`config.mk`:
```
export PLATFORM = sky130hd
export DESIGN_NAME = kros_seq_ctrl
export DESIGN_NICKNAME = d
export VERILOG_FILES = /design/src/rtl/kros_seq_ctrl.sv
export SDC_FILE = /design/constraint.sdc
export NUM_CORES = 1
export LEC_CHECK = 0
export ABC_CLOCK_PERIOD_IN_PS = 2900
export CORE_UTILIZATION = 35
export CTS_CLUSTER_SIZE = 24
export DETAILED_ROUTE_END_ITERATION = 10
export HOLD_SLACK_MARGIN = 0.08
export PLACE_DENSITY = 0.59
export SYNTH_ARGS = -nofsm -noshare
export SYNTH_HDL_FRONTEND = slang
export SYNTH_SLANG_ARGS = --single-unit
export TNS_END_PERCENT = 10
```
`constraint.sdc`:
```
create_clock -name CLK_50 -period 2.9 [get_ports CLK_50]
set_input_delay 0.725 -clock CLK_50 [delete_from_list [all_inputs] [get_ports CLK_50]]
set_output_delay 0.725 -clock CLK_50 [all_outputs]
set_load 0.05 [all_outputs]
```
`src/rtl/kros_seq_ctrl.sv`:
```
// Front-panel controller for the KROS LED sequencer: debounces four active-low
// buttons into freq/pattern select steps and generates the step tick and index.
module kros_seq_ctrl #(
  parameter int DEB_CYCLES = 250,
  parameter int TICK_BASE  = 8,
  parameter int FREQ_RST   = 4,
  parameter int NSEQ       = 6,
  parameter int SEQ_LEN    = 10
) (
  input  logic       CLK_50,
  input  logic       reset,
  input  logic       pb_freq_up,
  input  logic       pb_freq_dn,
  input  logic       pb_seq_up,
  input  logic       pb_seq_dn,
  output logic [2:0] freq_sel,
  output logic [2:0] seq_sel,
  output logic       tick,
  output logic [3:0] step,
  output logic       cfg_pulse,
  output logic [7:0] deb_state
);

  typedef enum logic [1:0] {
    RELEASED     = 2'd0,
    PRESS_WAIT   = 2'd1,
    PRESSED      = 2'd2,
    RELEASE_WAIT = 2'd3
  } deb_state_t;

  localparam int DCW  = $clog2(DEB_CYCLES + 1);
  localparam int DIVW = $clog2(TICK_BASE << 7);

  logic [3:0] raw;
  logic [3:0] ev;
  logic [1:0] settle;

  assign raw = {pb_seq_dn, pb_seq_up, pb_freq_dn, pb_freq_up};

  // The sync flops hold their reset value for two cycles; a button may only arm
  // once a genuine released level has come through, so a hold across reset is ignored.
  always_ff @(posedge CLK_50) begin
    if (reset) settle <= 2'd0;
    else if (settle != 2'd2) settle <= settle + 2'd1;
  end

  for (genvar b = 0; b < 4; b++) begin : g_deb
    logic           sync1, sync2, armed, ev_q;
    logic [DCW-1:0] cnt, cnt_nxt;
    deb_state_t     state, state_nxt;

    always_ff @(posedge CLK_50) begin
      if (reset) begin
        sync1 <= 1'b1;
        sync2 <= 1'b1;
        armed <= 1'b0;
        state <= RELEASED;
        cnt   <= '0;
        ev_q  <= 1'b0;
      end else begin
        sync1 <= raw[b];
        sync2 <= sync1;
        armed <= armed | ((settle == 2'd2) & sync2);
        state <= state_nxt;
        cnt   <= cnt_nxt;
        ev_q  <= (state == PRESS_WAIT) && (state_nxt == PRESSED);
      end
    end

    always_comb begin
      state_nxt = state;
      cnt_nxt   = '0;
      unique case (state)
        RELEASED: begin
          if (!sync2 && armed) begin
            state_nxt = PRESS_WAIT;
            cnt_nxt   = DCW'(1);
          end
        end
        PRESS_WAIT: begin
          if (sync2) state_nxt = RELEASED;
          else if (cnt == DCW'(DEB_CYCLES - 1)) state_nxt = PRESSED;
          else cnt_nxt = cnt + DCW'(1);
        end
        PRESSED: begin
          if (sync2) begin
            state_nxt = RELEASE_WAIT;
            cnt_nxt   = DCW'(1);
          end
        end
        RELEASE_WAIT: begin
          if (!sync2) state_nxt = PRESSED;
          else if (cnt == DCW'(DEB_CYCLES - 1)) state_nxt = RELEASED;
          else cnt_nxt = cnt + DCW'(1);
        end
      endcase
    end

    assign ev[b]             = ev_q;
    assign deb_state[2*b+:2] = state;
  end

  logic            f_up, f_dn, s_up, s_dn, f_chg, s_chg;
  logic [DIVW-1:0] div_cnt, period_m1;

  // Opposing events in one pair cancel each other.
  assign f_up  = ev[0] & ~ev[1];
  assign f_dn  = ev[1] & ~ev[0];
  assign s_up  = ev[2] & ~ev[3];
  assign s_dn  = ev[3] & ~ev[2];
  assign f_chg = (f_up && freq_sel != 3'd7) || (f_dn && freq_sel != 3'd0);
  assign s_chg = s_up | s_dn;

  assign period_m1 = DIVW'((TICK_BASE << (3'd7 - freq_sel)) - 1);

  always_ff @(posedge CLK_50) begin
    if (reset) begin
      freq_sel  <= 3'(FREQ_RST);
      seq_sel   <= 3'd0;
      step      <= 4'd0;
      tick      <= 1'b0;
      cfg_pulse <= 1'b0;
      div_cnt   <= '0;
    end else begin
      cfg_pulse <= f_chg | s_chg;
      if (f_chg) freq_sel <= f_up ? freq_sel + 3'd1 : freq_sel - 3'd1;

      // A rate change restarts the period and cancels any tick due this cycle.
      if (f_chg) begin
        div_cnt <= '0;
        tick    <= 1'b0;
      end else if (div_cnt == period_m1) begin
        div_cnt <= '0;
        tick    <= 1'b1;
      end else begin
        div_cnt <= div_cnt + DIVW'(1);
        tick    <= 1'b0;
      end

      if (s_chg) begin
        if (s_up) seq_sel <= (seq_sel == 3'(NSEQ - 1)) ? 3'd0 : seq_sel + 3'd1;
        else      seq_sel <= (seq_sel == 3'd0) ? 3'(NSEQ - 1) : seq_sel - 3'd1;
        step <= 4'd0;
      end else if (!f_chg && div_cnt == period_m1) begin
        step <= (step == 4'(SEQ_LEN - 1)) ? 4'd0 : step + 4'd1;
      end
    end
  end

endmodule

```
==> run notes <==
flow finished, numbers: status finished clean, vias in the first global route between 2000 and 3000, fin area 0.00412 mm^2, Most common cell on crit path mux2i_1, Reg clk slew, reported paths 0.08 ns, post-synthesis cell area 0.00354 mm^2, area leader, netlist dfxtp_1, Worst Path Required around 3.1 ns, max_cap viols 0, Comb gate area 0.00182 mm^2, Antenna Nets Post-Route 0, # fillers roughly 990, Tcrit/Tclk final 92.6%, Post-synth EDFFs 0, Top cell excl fill/tap nor2_1, Worst-Margin Slew 0.550 ns, die height between 100 and 150 um, skew final 0.00884 ns, Setup Viol. Count Final 0, Antenna Diode Count 0, Synth cell types 51, data arrival time of the critical path just under 3 ns, PwrDens slightly above 500 mW/mm^2, register area share after synthesis 45.3%, Max-area cell share 45.3%, clock sinks approximately 80, grt total ovfl 0, Die Size between 0.01 and 0.015 mm^2, syn avg cell area a little under 9 um^2, pre-CTS setup slack ~0.22 ns, final non-filler cell total approximately 560, Die W approximately 100 um, WS Path Type flip-flop to flip-flop, drt pass-1 iters 4, Worst R2R Start freq_sel[2]
==> worst max-delay path: cells and delay by family (launching register included) <==
| kind | cells | cell delay [ns] |
|---|---|---|
| AOI/OAI and AO/OA | 3 | 0.68 |
| muxes | 2 | 0.48 |
| DFF | 1 | 0.46 |
| and+or+nand+nor | 2 | 0.39 |
| adders and majority gates | 1 | 0.31 |
| xor gates and xnor gates | 1 | 0.25 |
==> Yosys cell counts (all sizes together), types with 8 or more instances <==
cell type  count
dfxtp         80
nor2          78
nand2         23
a21oi         22
nand3         21
xnor2         20
xor2          18
inv           14
ha            13
clkbuf        12
or2            9
nand2b         8
o21ai          8
==> cell type report <==
| type | count | share of cell area (%) |
|---|---|---|
| clock buffers | 10 | 3.10 |
| clock inverters | 3 | 1.67 |
| inverters | 14 | 1.28 |
| multi-input cells | 293 | 44.1 |
| flip-flops and latches | 80 | 39.0 |
| well taps | 133 | 4.04 |
| repair buffers | 29 | 6.80 |
==> per-stage QoR <==
step / power, uW / hold WS (ns)
2_1_floorplan: 1280 / 0.389
3_3_place_gp: 1310 / 0.392
3_5_place_dp: 1320 / 0.398
4_1_cts: 2190 / 0.415
5_1_grt: 2250 / 0.422
6_report: 2140 / 0.414
==> flip-flops by register name (all words and copies together) (netlist names) <==
signal,cells
g_deb.ev_q,4
freq_sel,3
settle,2
step,4
seq_sel,3
g_deb.cnt,32
g_deb.armed,4
g_deb.sync2,4
g_deb.sync1,4
div_cnt,10
cfg_pulse,1
tick,1
g_deb.state,8
==> kinds of logic (layout without fill, tap and decap cells) <==
kind of cell | after synthesis | count (layout) | synth area share [%]
buffers and inverters | 29 | 56 | 3.36
adders and majority gates | 14 | 14 | 5.16
AOI/OAI and AO/OA | 55 | 55 | 10.8
and+or+nand+nor | 183 | 183 | 25.2
muxes | 3 | 3 | 0.849
DFF | 80 | 80 | 45.3
xor gates and xnor gates | 38 | 38 | 9.41
==> path summary, 6_finish.rpt <==
kind	depth (start not counted)	slack, ns	to
worst min register to register	1	0.41	g_deb[0].sync2
worst max-delay path	9	0.22	step[3]
worst max register to register	9	0.22	step[3]
worst min-delay path	1	0.41	g_deb[0].sync2
==> layer usage <==
| layer | share of wire (%) | track usage, % | vias up | wire (um) |
|---|---|---|---|---|
| met5 | 0 | 0 | - | 0 |
| met4 | 1.4 | 7.69 | 0 | 90 |
| met3 | 4.8 | 4.41 | 6 | 318 |
| met2 | 47 | 22.7 | 40 | 3090 |
| met1 | 47 | 16.5 | 1280 | 3070 |
| li1 | - | - | 1407 | - |
==> where the power goes <==
part	leakage (uW)	switching, uW	internal, uW
Clock	0.0000987	375	474
Combinational	0.000641	66.8	57.2
Sequential	0.000649	25.8	1140
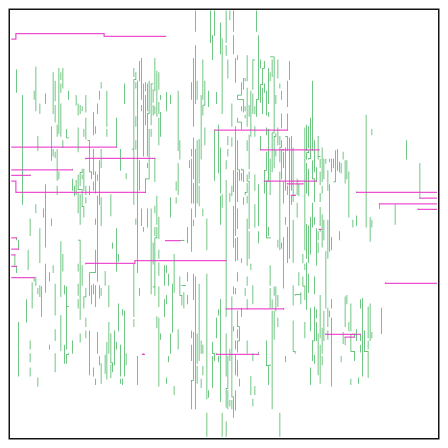
**Above:** routed metal, one color a layer.
Two of the layers only.
- green: met2 (wire length 3090 um)
- magenta: met3 (wire length 318 um)
All-Layer GR Usage: 14.0%
Via Count: 2733
WL final: 6.56 mm

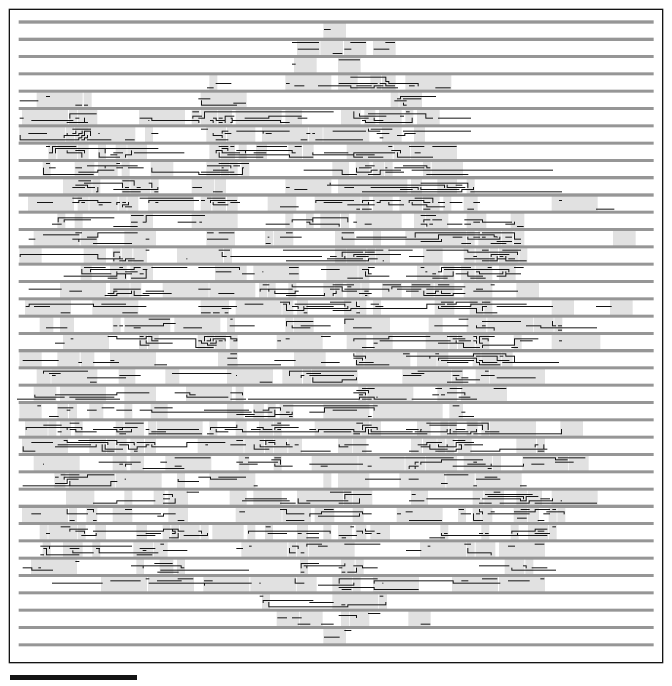
**Above:** signal wires on met1.
The bar under the picture is 20 um long. Supply wires on this layer in gray. Cells faint in the background.
- wire length on this layer: 3070 um
- main direction: horizontal
global routing usage on met1: 16.5%

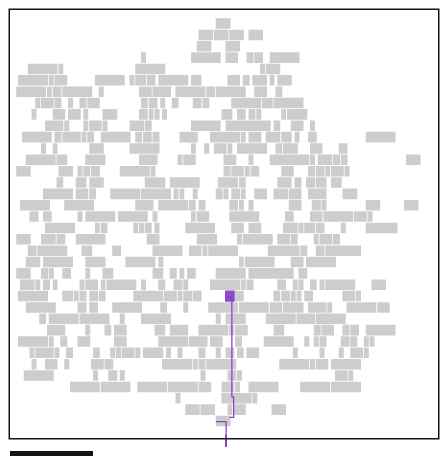
**Above:** I/O nets highlighted.
The bar under the picture is 20 um long.
- purple: pb_freq_up (bits 1; direction input; edge south; end cells 1; buffers 1; wire 37.9 um)
IO Count: 26
I/O Buffers: 25

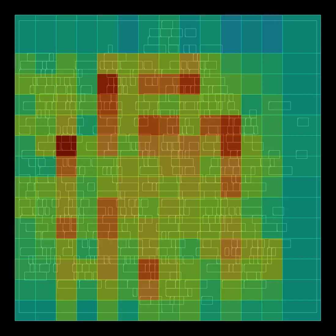
**Above:** routing congestion.
drt wl/cell: 11.7 um
global routing usage on met2: 22.7%
met3 Usage GRT: 4.41%
GRT Max-Usage Layer: met2
final core occ: 42.2%

Power is estimated from default activity; no workload was simulated.
